==> src/rtl/sr_flag_bank_pkg.sv <==
// Shared constants and helpers for the clocked SR flag bank.
package sr_bank_pkg;

    localparam int MODE_RST_DOM = 0;
    localparam int MODE_SET_DOM = 1;
    localparam int MODE_TOGGLE  = 2;

    localparam int unsigned MAX_CNT_W = 32;

    // Increment that sticks at the all-ones value of a 'width'-bit counter.
    function automatic logic [MAX_CNT_W-1:0] sat_inc(
        input logic [MAX_CNT_W-1:0] cnt,
        input int unsigned          width
    );
        logic [MAX_CNT_W-1:0] max_val;
        if (width >= MAX_CNT_W)
            max_val = '1;
        else
            max_val = (MAX_CNT_W'(1) << width) - MAX_CNT_W'(1);
        if (cnt >= max_val)
            return max_val;
        else
            return cnt + MAX_CNT_W'(1);
    endfunction

endpackage

==> src/rtl/sr_flag_bank_if.sv <==
// Strobe/status bundle between event sources, the flag bank and its consumers.
interface sr_flag_bank_if #(
    parameter int CHANNELS = 8,
    parameter int CNT_W    = 4
);

    logic [CHANNELS-1:0]       set;
    logic [CHANNELS-1:0]       clr;
    logic                      cnt_clr;
    logic [CHANNELS-1:0]       q;
    logic [CHANNELS-1:0]       qn;
    logic [CHANNELS-1:0]       rise;
    logic                      any_q;
    logic [CHANNELS*CNT_W-1:0] set_cnt;

    modport master (
        output set, clr, cnt_clr,
        input  q, qn, rise, any_q, set_cnt
    );

    modport slave (
        input  set, clr, cnt_clr,
        output q, qn, rise, any_q, set_cnt
    );

endinterface

==> src/rtl/sr_flag_bank_cell.sv <==
// One flag channel: optional strobe qualification, q/qn/rise and a saturating rise counter.
// SR_BANK_FILTER_EN requires each strobe to be high on two consecutive edges before it acts.
module sr_flag_cell
    import sr_bank_pkg::*;
#(
    parameter int MODE  = MODE_RST_DOM,
    parameter int CNT_W = 4
) (
    input  logic             clk,
    input  logic             rst,
    input  logic             set,
    input  logic             clr,
    input  logic             cnt_clr,
    output logic             q,
    output logic             qn,
    output logic             rise,
    output logic [CNT_W-1:0] cnt
);

    logic set_eff;
    logic clr_eff;
    logic q_next;
    logic rise_next;

`ifdef SR_BANK_FILTER_EN
    logic set_d;
    logic clr_d;

    always_ff @(posedge clk) begin
        if (rst) begin
            set_d <= 1'b0;
            clr_d <= 1'b0;
        end else begin
            set_d <= set;
            clr_d <= clr;
        end
    end

    assign set_eff = set & set_d;
    assign clr_eff = clr & clr_d;
`else
    assign set_eff = set;
    assign clr_eff = clr;
`endif

    always_comb begin
        q_next = q;
        unique case ({set_eff, clr_eff})
            2'b10: q_next = 1'b1;
            2'b01: q_next = 1'b0;
            2'b11: begin
                if (MODE == MODE_SET_DOM)
                    q_next = 1'b1;
                else if (MODE == MODE_TOGGLE)
                    q_next = ~q;
                else
                    q_next = 1'b0;
            end
            default: q_next = q;
        endcase
        rise_next = q_next & ~q;
    end

    // qn is its own register so it stays the complement of q even across reset.
    always_ff @(posedge clk) begin
        if (rst) begin
            q    <= 1'b0;
            qn   <= 1'b1;
            rise <= 1'b0;
            cnt  <= '0;
        end else begin
            q    <= q_next;
            qn   <= ~q_next;
            rise <= rise_next;
            if (cnt_clr)
                cnt <= '0;
            else if (rise_next)
                cnt <= CNT_W'(sat_inc(MAX_CNT_W'(cnt), CNT_W));
        end
    end

endmodule

==> src/rtl/sr_flag_bank.sv <==
// Parametrised bank of clocked SR flags with collision policy, rise pulses and event counters.
// Optional strobe glitch filter enabled by defining SR_BANK_FILTER_EN.
module sr_flag_bank
    import sr_bank_pkg::*;
#(
    parameter int CHANNELS = 8,
    parameter int MODE     = MODE_RST_DOM,
    parameter int CNT_W    = 4
) (
    input  logic            clk,
    input  logic            rst,
    sr_flag_bank_if.slave   bus
);

    if (MODE > MODE_TOGGLE) begin : g_bad_mode
        $error("sr_flag_bank: MODE must be 0, 1 or 2");
    end
    if (CHANNELS < 1) begin : g_bad_channels
        $error("sr_flag_bank: CHANNELS must be >= 1");
    end
    if (CNT_W < 1 || CNT_W > int'(MAX_CNT_W)) begin : g_bad_cnt_w
        $error("sr_flag_bank: CNT_W out of range");
    end

    logic [CHANNELS-1:0]       q_w;
    logic [CHANNELS-1:0]       qn_w;
    logic [CHANNELS-1:0]       rise_w;
    logic [CHANNELS*CNT_W-1:0] cnt_w;

    for (genvar i = 0; i < CHANNELS; i++) begin : g_cell
        sr_flag_cell #(
            .MODE  (MODE),
            .CNT_W (CNT_W)
        ) u_cell (
            .clk     (clk),
            .rst     (rst),
            .set     (bus.set[i]),
            .clr     (bus.clr[i]),
            .cnt_clr (bus.cnt_clr),
            .q       (q_w[i]),
            .qn      (qn_w[i]),
            .rise    (rise_w[i]),
            .cnt     (cnt_w[i*CNT_W +: CNT_W])
        );
    end

    assign bus.q       = q_w;
    assign bus.qn      = qn_w;
    assign bus.rise    = rise_w;
    assign bus.set_cnt = cnt_w;
    assign bus.any_q   = |q_w;

endmodule

==> src/flat_wrapper.sv <==
// flat-port wrapper written by rule: the top's interface ports become plain ports
module sr_flag_bank_flat import sr_bank_pkg::*;
#(
    parameter int CHANNELS = 8,
    parameter int MODE     = MODE_RST_DOM,
    parameter int CNT_W    = 4
)
  (clk, rst, bus_set, bus_clr, bus_cnt_clr, bus_q, bus_qn, bus_rise, bus_any_q, bus_set_cnt);
  sr_flag_bank_if #(.CHANNELS(CHANNELS), .CNT_W(CNT_W)) bus_i ();
  input  logic clk;
  input  logic rst;
  input wire logic [$bits(bus_i.set)-1:0] bus_set;
  input wire logic [$bits(bus_i.clr)-1:0] bus_clr;
  input wire logic [$bits(bus_i.cnt_clr)-1:0] bus_cnt_clr;
  output wire logic [$bits(bus_i.q)-1:0] bus_q;
  output wire logic [$bits(bus_i.qn)-1:0] bus_qn;
  output wire logic [$bits(bus_i.rise)-1:0] bus_rise;
  output wire logic [$bits(bus_i.any_q)-1:0] bus_any_q;
  output wire logic [$bits(bus_i.set_cnt)-1:0] bus_set_cnt;
  assign bus_i.set = bus_set;
  assign bus_i.clr = bus_clr;
  assign bus_i.cnt_clr = bus_cnt_clr;
  assign bus_q = bus_i.q;
  assign bus_qn = bus_i.qn;
  assign bus_rise = bus_i.rise;
  assign bus_any_q = bus_i.any_q;
  assign bus_set_cnt = bus_i.set_cnt;
  sr_flag_bank #(.CHANNELS(CHANNELS), .MODE(MODE), .CNT_W(CNT_W)) u_core (.clk(clk), .rst(rst), .bus(bus_i));
endmodule
==> config.mk <==
export PLATFORM = sky130hd
export DESIGN_NAME = sr_flag_bank_flat
export DESIGN_NICKNAME = d
export VERILOG_FILES = /design/src/rtl/sr_flag_bank_pkg.sv /design/src/rtl/sr_flag_bank_if.sv /design/src/rtl/sr_flag_bank_cell.sv /design/src/rtl/sr_flag_bank.sv /design/src/flat_wrapper.sv
export SDC_FILE = /design/constraint.sdc
export NUM_CORES = 1
export LEC_CHECK = 0
export ABC_AREA = 1
export CAP_MARGIN = 10
export CORE_UTILIZATION = 44
export CTS_BUF_LIST = sky130_fd_sc_hd__clkbuf_4
export DETAILED_ROUTE_END_ITERATION = 8
export PLACE_DENSITY = 0.89
export SYNTH_ARGS = -nofsm -noshare
export SYNTH_HDL_FRONTEND = slang
export SYNTH_SLANG_ARGS = --single-unit
==> constraint.sdc <==
create_clock -name clk -period 1 [get_ports clk]
set_input_delay 0.2 -clock clk [delete_from_list [all_inputs] [get_ports clk]]
set_output_delay 0.2 -clock clk [all_outputs]
set_load 0.1 [all_outputs]
Figure 1. Signal wires on met4 (run 1).
Drawn at 6 px/um. Supply wires on this layer in gray.
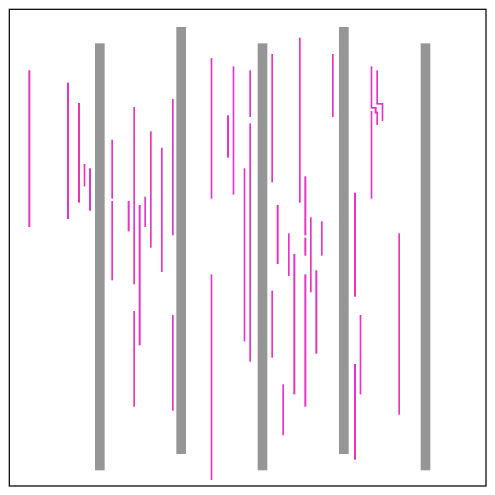
- nets with wire on the layer: 40
- main direction: vertical
- longest straight run: 39.4 um

Figure 2. The metal 1 layer (run 1).
Drawn at 8 px/um. Supply wires on this layer in gray. Cells faint in the background.
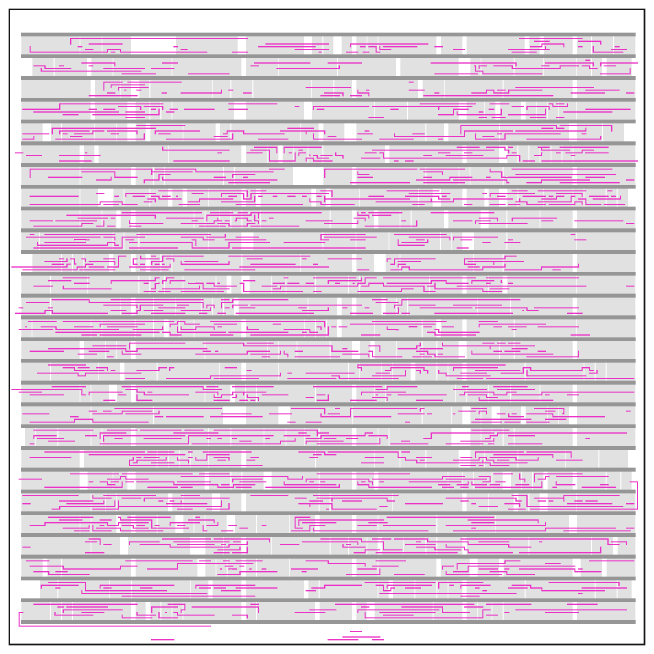
- nets with wire on the layer: 471
- share of all routed wire: 36%
- wire length on this layer: 4610 um
- longest straight run: 23.9 um

==> summary.txt, run 1 <==
State of the implementation.

- The run finished, with violations left.
- The final reports fail on setup timing.
- The number of DRC violations after detailed routing is 0, for reference.
- After detailed routing, the total wire length is 12.8 mm.
- The highest fanout seen on the critical path is 2, for reference.
- The share of final-layout standard cells stronger than drive strength 1 is 61.3%, for reference.
- The power dissipated in combinational cells is 1.73 mW, for reference.
- The report lists the number of cells resized after CTS as 68.
- The number of warning messages in the yosys log is 0, for reference.
- The largest cell class by area is non-clock buffers, for reference.
- The slack of the critical path is -0.572 ns, for reference.
- In the floorplan report the effective utilization is 46.5%.
- The startpoint of the worst-slack reg-to-reg timing path is u_core.g_cell[0].u_cell.q, for reference.
- According to the timing report, the critical path is captured at bus_any_q.
- The flow reports that combinational logic draws 34.0% of the design power.
- After synthesis, the share of cell area in mux cells is 0%.
- The cell count listed in synth_stat.txt is 349, for reference.
- The xor-xnor portion of the synthesized cell area is 0%, for reference.
- Setup repair after global routing could not meet its margin everywhere.
- The number of well-tap cells placed is a little over 70, for reference.
- The final tally of setup violations is just under 100, for reference.
- The worst-case reg-to-reg setup slack stands at -0.37 ns.
- The cell-mix breakdown from Yosys lists the adder-cell area share as 3.81%.
- In the final layout, the multi-input gates occupy 0.00155 mm^2.
- The count of final hold-check violations is 0, for reference.
- The design has roughly 56 sequential cells.
- The routed layout has 3310 vias.
- The post-CTS setup repair buffer count is 45, for reference.
- Counting flops and latches in the post-synthesis netlist gives 56.
- The synthesized instance count is ~350.
- In this run, the number of DRC markers left after iteration 0 of detailed routing was 291.
- Yosys reports that the most numerous cell types are 68 x sky130_fd_sc_hd__nor2_1, 56 x sky130_fd_sc_hd__dfxtp_1, 49 x sky130_fd_sc_hd__nand2_1, 48 x sky130_fd_sc_hd__inv_1.
- The endpoint arrival time on the critical path is between 1 and 1.5 ns, for reference.
- The most critical min-delay path falls under in -> reg.
- The worst hold path stage count is 4, for reference.
- The number of enable-type register cells in the synthesized netlist is 0, for reference.
- The net count after synthesis is 376, for reference.
- The root buffer cell chosen for the clock tree is sky130_fd_sc_hd__clkbuf_4.
- The smallest clock period supported by the final layout is computed as 1.57 ns.
- The total number of nets in the final design is 522, for reference.
- The layout has 7 clock buffers.
- Cell internal power was estimated by the tool at 3.26 mW.
- At the later pin of the worst-skew pair, clock insertion delay measures 0.37 ns.
- The synthesis run identifies the leading combinational cell family as simple AND/OR/NAND/NOR gates.
- The final timing report lists clock skew as 0.0106 ns.
- The total tool warning count is 29, for reference.
Figure 3. Congestion heat map (run 1).
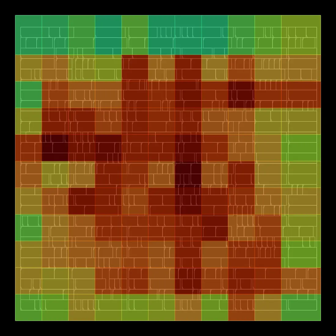
layer carrying the most global-route usage: met2
routed length per instance: 22.5 um
overall global routing resource usage: 31.9%
met2 capacity usage during global routing: 56.4%

## run 1: layout by cell type (no fill, tap or decap), types with 6 or more instances in the layout
cell type,n
sky130_fd_sc_hd__o21ai_1,15
sky130_fd_sc_hd__dfxtp_4,38
sky130_fd_sc_hd__nand3_2,8
sky130_fd_sc_hd__nand2_2,7
sky130_fd_sc_hd__nand3_4,9
sky130_fd_sc_hd__o21ai_2,9
sky130_fd_sc_hd__nor2_2,14
sky130_fd_sc_hd__nand2_1,41
sky130_fd_sc_hd__ha_4,8
sky130_fd_sc_hd__nor2_1,51
sky130_fd_sc_hd__buf_4,49
sky130_fd_sc_hd__a21oi_1,7
sky130_fd_sc_hd__clkbuf_4,7
sky130_fd_sc_hd__buf_6,41
sky130_fd_sc_hd__nand3_1,7
sky130_fd_sc_hd__nand4_1,8
sky130_fd_sc_hd__dfxtp_2,18
sky130_fd_sc_hd__clkdlybuf4s50_1,16
sky130_fd_sc_hd__buf_12,60
sky130_fd_sc_hd__inv_4,6
sky130_fd_sc_hd__inv_1,37
sky130_fd_sc_hd__a21oi_2,9
## run 1: worst max-delay path, cell delays in order (launching register included)
cell and delay (ns):
sky130_fd_sc_hd__dfxtp_4 0.40, sky130_fd_sc_hd__nor4_4 0.33, sky130_fd_sc_hd__nand2_4 0.09, sky130_fd_sc_hd__buf_12 0.17
## run 1: layer usage
metal	up-vias	wire (um)	global-route usage (%)
met4	0	704	16.5
met5	-	0	0.909
li1	1389	-	-
met3	89	1040	4.94
met2	272	6440	56.4
met1	1560	4610	36.8
## run 1: flip-flops by register name (all words and copies together) (netlist names)
register / cells
u_core.g_cell.u_cell.cnt: 32
u_core.g_cell.u_cell.q: 8
u_core.g_cell.u_cell.qn: 8
u_core.g_cell.u_cell.rise: 8
==> run 2, diff against run 1 <==
CTS_CLUSTER_SIZE = 16   (was not set)
Figure 4. Wiring by layer (run 2).
Drawn at 6 px/um. Only two layers are drawn.
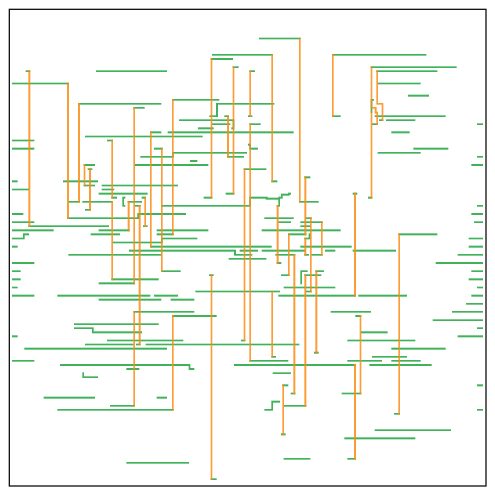
- green: met3 (wire length 1040 um)
- orange: met4 (wire length 704 um)
total number of vias: 3310
total wire length after detailed routing: 12.8 mm

==> summary.txt, run 2 <==
State of the implementation.

- Status: finished, violations left (unchanged).
- Failing checks: setup timing (unchanged).
- Most used cells in the layout excluding fill and tap cells: 60 x sky130_fd_sc_hd__buf_12, 51 x sky130_fd_sc_hd__nor2_1, 49 x sky130_fd_sc_hd__buf_4, 41 x sky130_fd_sc_hd__nand2_1, 41 x sky130_fd_sc_hd__buf_6 (unchanged).
- Setup repair after global routing missed its margin: yes (unchanged).
- The number of enable-type register cells in the synthesized netlist was 0 (unchanged).
- The flip-flop and latch count after synthesis is 56 (unchanged), for reference.
- The standard cell with the maximum stage delay on the critical path is sky130_fd_sc_hd__dfxtp_4 (unchanged).
- The net count after synthesis is 376 (unchanged), for reference.
- The share of final-layout standard cells stronger than drive strength 1 is 61.3% (unchanged), for reference.
- The class of the worst hold path is in -> reg (unchanged).
- The total number of nets in the final design came to 522 (unchanged).
- The count of final hold-check violations is 0 (unchanged), for reference.
- The buffer and inverter count on the worst path is 1 (unchanged), for reference.
- The cell count listed in synth_stat.txt is 349 (unchanged), for reference.
- The worst hold path stage count was 4 (unchanged).
- The synthesized-area fraction occupied by adder cells came to 3.81% (unchanged).
- The clock latency at the later pin of the worst-skew pair is 0.37 ns (about the same), for reference.
- The register containing the most flip-flops in the final layout is u_core.g_cell.u_cell.cnt (unchanged).
- The number of DRC markers in iteration 0 came to 291 (unchanged).
- The final tally of setup violations was 99 (unchanged).
- The shortest period the worst path allows came to 1.57 ns (unchanged).
- The startpoint of the worst-slack reg-to-reg timing path is u_core.g_cell[0].u_cell.q (unchanged).
- The clock tree root buffer cell is sky130_fd_sc_hd__clkbuf_4 (unchanged), for reference.
- The most instantiated logic cell after routing is sky130_fd_sc_hd__buf_12 (unchanged), for reference.
- The total tool warning count is 29 (unchanged), for reference.
- The all-layer global routing usage is 31.9% (unchanged).
- Post-synth top cells: 68 x sky130_fd_sc_hd__nor2_1, 56 x sky130_fd_sc_hd__dfxtp_1, 49 x sky130_fd_sc_hd__nand2_1, 48 x sky130_fd_sc_hd__inv_1 (unchanged).
- The number of DRC violations after detailed routing is 0 (unchanged), for reference.
- The endpoint arrival time on the critical path came to 1.37 ns (about the same).
- The slack of the critical path is -0.572 ns (unchanged).
- The core utilization before placement is 46.5% (unchanged), for reference.
- The combinational cell area excluding buffers and inverters came to 0.00155 mm^2 (unchanged).
- Cell breakdown of the critical path: nor4_4 -> nand2_4 -> buf_12 (unchanged).
- The post-synth design cell area is 0.00262 mm^2 (unchanged), for reference.
- The setup slack of the most critical reg-to-reg path is -0.37 ns (about the same), for reference.
[run 2: power breakdown]
group / leakage (nW) / switching [mW] / total [mW] / internal [mW]
logic: 1.71 / 1.03 / 1.73 / 0.695
registers: 0.487 / 0.0916 / 2.33 / 2.23
clock network: 0.0338 / 0.710 / 1.04 / 0.327
[run 2: what timing repair did]
| action | in CTS | in global routing |
|---|---|---|
| hold buffers | 0 | 0 |
| pin swaps | 34 | 48 |
| setup buffers | 45 | 16 |
| endpoints found under the setup margin | 93 | 103 |
| resized | 68 | 76 |
[run 2: area by class of cell]
| class | count | area share [%] |
|---|---|---|
| Clock inverter | 1 | 0.0696 |
| Tap cell | 72 | 1.67 |
| Sequential cell | 56 | 23.9 |
| Inverter | 48 | 3.62 |
| Multi-Input combinational cell | 216 | 28.7 |
| Clock buffer | 7 | 0.975 |
| Timing Repair Buffer | 168 | 41.1 |
[run 2: through the flow]
stage	cell area [um^2]	std cells	hold WS, ns	power (mW)	setup WS [ns]
2_1_floorplan	2980	349	0.356	3.22	-0.0945
3_3_place_gp	4460	504	0.506	3.73	-0.369
3_5_place_dp	4460	504	0.529	3.77	-0.418
4_1_cts	5060	557	0.512	4.82	-0.498
5_1_grt	5390	568	0.315	5.22	-0.594
6_report	5390	568	0.324	5.09	-0.572
[run 2: tightest hold or removal path: stages]
cell and delay (ns):
sky130_fd_sc_hd__dlymetal6s2s_1 0.15, sky130_fd_sc_hd__buf_4 0.15, sky130_fd_sc_hd__o21ai_2 0.05, sky130_fd_sc_hd__nor2_2 0.10
[run 2: routing by layer]
layer | up-vias | global-route usage, % | part of all wire, %
met2 | 272 | 56.4 | 50
met5 | - | 0.909 | 0
met3 | 89 | 4.94 | 8.1
met1 | 1560 | 36.8 | 36
met4 | 0 | 16.5 | 5.5
li1 | 1389 | - | -
Power is estimated from default activity; no workload was simulated.
